Design piso_serializer, sky130hd; sources not shown.
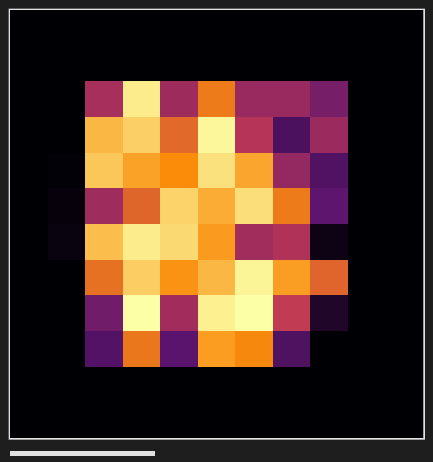
Run 1: local utilization
The bar under the picture is 20 um long. The die is cut into 11 by 12 equal tiles; black is low, pale yellow is high, 0 to 100% covered.
The fullest tile reaches 100%. 18% of the tiles are over 75% full. 58% of the tiles are nearly empty. The densest ninth of the die: centre.
fraction of the core area occupied by cells at floorplan: 40.9%
final standard cell utilization of the core: 64.8%
area of the core: 0.00140 mm^2

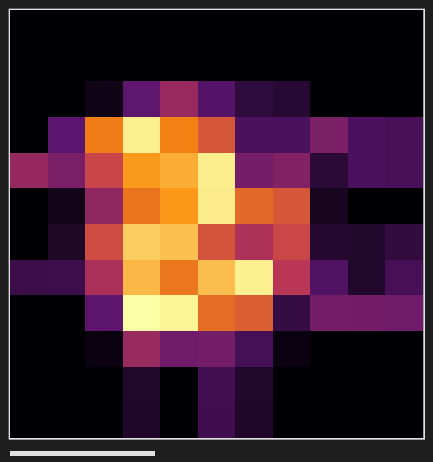
Run 1: wiring heat map
The bar under the picture is 20 um long. The die is cut into 11 by 12 equal tiles; black is low, pale yellow is high, scaled to the fullest tile. Values are wire area over tile area, all layers added.
The mean over all tiles is 0.067. 20% of the tiles are over half the peak. The fullest tile reaches 0.29. 42% of the tiles are nearly empty. The densest ninth of the die: centre.
Routed WL: 1410 um
DR vias: 476
GRT Resource Usage Total: 8.92%

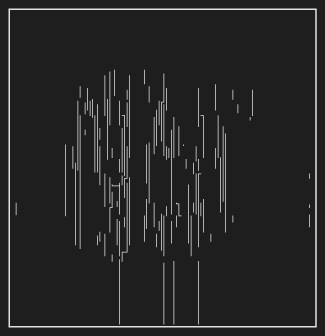
Run 1: metal 2
79 nets have wire on it. The layer holds 45% of the routed length. The wires run mostly vertical. The longest straight run is 24.8 um.
met2 usage in global routing: 11.6%

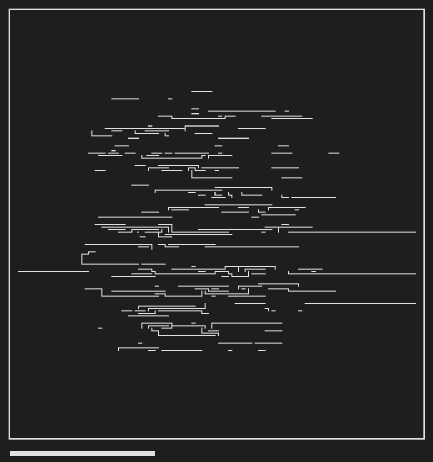
Run 1: M1 wires
The bar under the picture is 20 um long.
The longest straight run is 17.5 um. The layer holds 46% of the routed length. The wires run mostly horizontal.
M1 GR Usage: 10.8%

==> run summary, run 1 <==
Item: results of the latest flow run.

- The layout has between 100 and 150 filler cells.
- The starting DRC count in detailed routing is 4.
- The timing report notes that buffer and inverter cells on the critical path total 2.
- The maximum clock frequency is 698 MHz.
- The synthesis report lists the most area-consuming cells as dfrtp_1 (52%), o221a_2 (7.9%), a211o_1 (6.1%).
- The buffer_ports step reported a buffer count of 12.
- The final-report max-slew violation count is 0.
- The average instance in the mapped netlist occupies between 10 and 15 um^2.
- Routability-driven placement finished with a final weighted congestion of 0.755.
- The register with the most flip-flops in the layout has 5 of them.
- Measured along the y axis, the die boundary spans around 60 um.
- The detail-routed via count per cell is 5.17.
- In the final run the clock tree shows a worst skew of 0.00224 ns.
- The critical path is of the reg2out type.
- The clock drives 12 sinks.
- Per the OpenROAD power report, leakage power amounts to 0.423 nW.
- Summing internal, switching and leakage power gives 1.57 mW.
- The antenna violation net count after detailed routing is 0.
- The CTS tree is yes.
- The worst-case vdd ir drop is roughly 1.0 mV.
- The count of non-filler cells in the finished layout is 92.
- The cell sitting at the root of the clock tree is a clkbuf_4.
- The slowest stage of the critical path belongs to the cell dfrtp_1.
- The chip area is 0.00336 mm^2.
- Summing all placed instances gives a cell area of 785 um^2.
- The HPWL after detailed placement is 944 um.
- Per the synth stats, the proportion of register bits with asynchronous set or reset is 100%.
- The flow ran to the end, and the final reports show no timing, DRC or antenna violations.
- The pin closest to its max-slew limit shows a slew of around 0.2 ns.
- The OpenROAD report gives the critical path a required time of 1.28 ns.
- The synthesized netlist occupies a cell area of between 500 and 600 um^2.
- 0 antenna diodes ended up in the layout.
- The worst setup slack for register-to-register paths is approximately 0.21 ns.
- For the completed layout, the total cell area is recorded as around 910 um^2.
- The data arrival time at the worst-slack endpoint is about 1.1 ns.
- The final cycle utilization of the critical path is approximately 90%.
- In the post-synthesis netlist, the cell with the most instances is dfrtp_1.
- The wire length of the first global-routing pass is 2340 um.
- The share of the synthesized area in the top cell type is approximately 52%.
- Per the post-CTS timing run, clock transition at the registers of the reported paths is roughly 0.070 ns.
- After synthesis, the chip area reported by Yosys is 573 um^2.
[run 1: area by class of cell]
| type | instances | area (um^2) | area share (%) |
|---|---|---|---|
| Tap cell | 16 | 20.0 | 2.20 |
| Sequential cell | 12 | 302 | 33.2 |
| Inverter | 3 | 11.3 | 1.24 |
| Clock buffer | 3 | 22.5 | 2.48 |
| Multi-Input combinational cell | 30 | 318 | 35.0 |
| Timing Repair Buffer | 28 | 235 | 25.9 |
[run 1: per-stage QoR]
step | worst slack (ns) | hold slack (ns)
floorplan | 0.410 | 0.0244
global route | 0.115 | 0.340
CTS | 0.178 | 0.335
detailed placement | 0.0330 | 0.486
global placement | 0.0490 | 0.471
finish | 0.168 | 0.335
[run 1: report_power, final]
part / total [mW] / internal (mW) / switching (mW)
combinational: 0.880 / 0.533 / 0.347
clock: 0.187 / 0.0873 / 0.0996
sequential: 0.499 / 0.426 / 0.0731
total: 1.57 / 1.05 / 0.520
[run 1: cell usage in the layout, fill, tap and decap left out, types with 2 or more instances in the layout]
cell type	netlist	routed
o221a_2	4	2
inv_2	0	2
dfrtp_1	12	11
nor2_1	2	2
clkbuf_4	0	3
o221a_4	0	2
a211o_1	4	4
buf_6	1	4
clkdlybuf4s50_1	0	7
buf_2	1	2
nand2_4	0	3
nor2b_1	4	4
ha_4	0	2
buf_4	0	14
[run 1: per-layer routing]
metal,vias up,share of wire (%),GRT usage (%)
met5,-,0,0
met2,13,45,11.6
li1,231,-,-
met4,0,2.2,6.04
met1,230,46,10.8
met3,2,6.9,4.94
[run 1: what timing repair did]
action	CTS	global route
setup endpoints to repair	10	12
resized	27	9
hold endpoints to repair	0	0
hold buffers	0	0
pin swaps	3	3
setup buffers	5	1
[run 1: worst reg2reg max path: cells and delay by family, from the launching register on]
| kind | cells | cell delay [ns] |
|---|---|---|
| simple gates | 2 | 0.13 |
| buf+inv | 5 | 0.56 |
| fa+ha+maj | 1 | 0.16 |
| compound gates | 1 | 0.12 |
| flops | 1 | 0.36 |
[run 1: cell families (layout without fill, tap and decap cells)]
| family | Yosys count | in the layout | synth area share [%] |
|---|---|---|---|
| simple gates | 14 | 14 | 14.8 |
| compound gates | 12 | 12 | 19.2 |
| flops | 12 | 12 | 52.4 |
| buf+inv | 5 | 34 | 4.80 |
| fa+ha+maj | 2 | 2 | 4.37 |
| mux | 2 | 2 | 4.37 |
==> run 2: changes to the inputs <==
Settings changed: PLACE_DENSITY set to 0.71, PLACE_DENSITY_LB_ADDON 0.15 to unset.
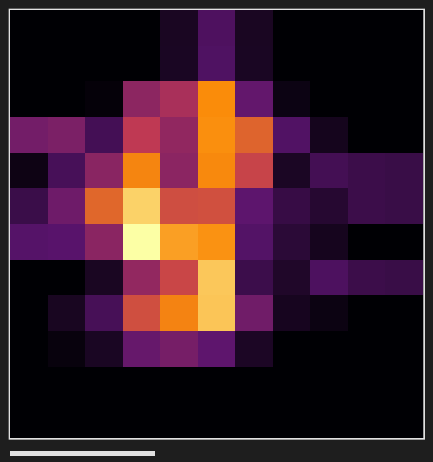
Run 2: wiring heat map
The bar under the picture is 20 um long. The die is cut into 11 by 12 equal tiles; black is low, pale yellow is high, scaled to the fullest tile. Values are wire area over tile area, all layers added.
The fullest tile reaches 0.37. The densest ninth of the die: centre. The mean over all tiles is 0.067. The emptiest ninth of the die: south-east.
Routed WL: 1390 um
WL/cell: 15.7 um
DR vias: 472
GRT Resource Usage Total: 8.72%

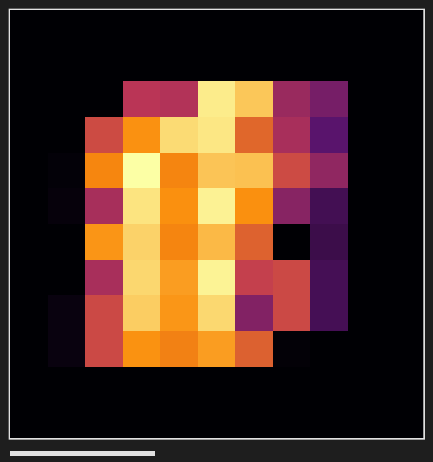
Run 2: local utilization
The bar under the picture is 20 um long. The die is cut into 11 by 12 equal tiles; black is low, pale yellow is high, 0 to 100% covered.
The densest ninth of the die: centre. The fullest tile reaches 100%. 59% of the tiles are nearly empty. 17% of the tiles are over 75% full.
final standard cell utilization of the core: 62.9%

==> run summary, run 2 <==
Item: results of the latest flow run.

- The flow ran to the end, and the final reports show no timing, DRC or antenna violations.
- The CTS clock-pin slew for the worst setup and hold paths is around 0.070 ns.
- The most frequent cell after synthesis is dfrtp_1.
- The data arrival time at the worst-slack endpoint is between 1 and 1.5 ns.
- The final cycle utilization of the critical path is a little under 90%.
- Once routing completed, OpenROAD measured the worst setup slack at around 0.19 ns.
- Global routing put the most usage on met2.
- The share of async-settable or async-resettable flops after synthesis is 100%.
- In the global route stage, met1 resource usage came out at about 8.5%.
- The instance area at placement is 769 um^2.
- The static leakage is 0.405 nW.
- The count of non-filler cells in the finished layout is roughly 88.
- The number of flip-flops under the largest register name is 5.
- The slew at the pin closest to its max-slew limit is between 0.3 and 0.4 ns.
- Routability-driven placement finished with a final weighted congestion of 0.720.
- The number of sinks driven by the clock tree is 12.
- The starting DRC count in detailed routing is 5.
- Hold is met by 0.343 ns.
- The met2 global-route usage is between 10% and 20%.
- For met3 alone, demand over resource in global routing was 3.43%.
- The most common logic cell in the final layout is dfrtp_1.
- The worst setup slack for register-to-register paths is around 0.2 ns.
[run 2: layer usage]
metal	vias up	share of wire, %
li1	223	-
met1	232	38
met2	15	52
met3	2	8.8
met4	0	0.65
met5	-	0
[run 2: what timing repair did]
item	in CTS	in global routing
buffers inserted	3	1
cloned	0	0
resized	27	7
setup endpoints to repair	13	11
hold buffers	0	0
pin swaps	5	2
endpoints found under the hold margin	0	0
[run 2: kinds of logic (layout without fill, tap and decap cells)]
| logic type | after synthesis | in the layout | synth area share [%] |
|---|---|---|---|
| AND-OR/OR-AND | 12 | 12 | 19.2 |
| buffers and inverters | 5 | 30 | 4.80 |
| AND/OR/NAND/NOR | 14 | 14 | 14.8 |
| multiplexers | 2 | 2 | 4.37 |
| flip-flops | 12 | 12 | 52.4 |
| adder cells (fa/ha/maj) | 2 | 2 | 4.37 |
[run 2: worst max-delay path: stages (launching register included)]
cell and delay (ns):
dfrtp_1 0.39, inv_2 0.07, ha_4 0.14, nand2_4 0.05, nand2_4 0.07, buf_6 0.09
[run 2: report_power, final]
part	switching (mW)	total (mW)	leakage, nW	internal (mW)
clock	0.0941	0.181	0.0138	0.0869
sequential	0.0783	0.505	0.146	0.426
combinational	0.324	0.826	0.245	0.502
total	0.496	1.51	0.405	1.02
[run 2: final cells by class]
type,instances,area (um^2)
Fill cell,124,520
Clock buffer,3,22.5
Timing Repair Buffer,24,204
Tap cell,16,20.0
Inverter,3,11.3
Multi-Input combinational cell,30,322
Sequential cell,12,302
Power and IR drop assume default switching activity.
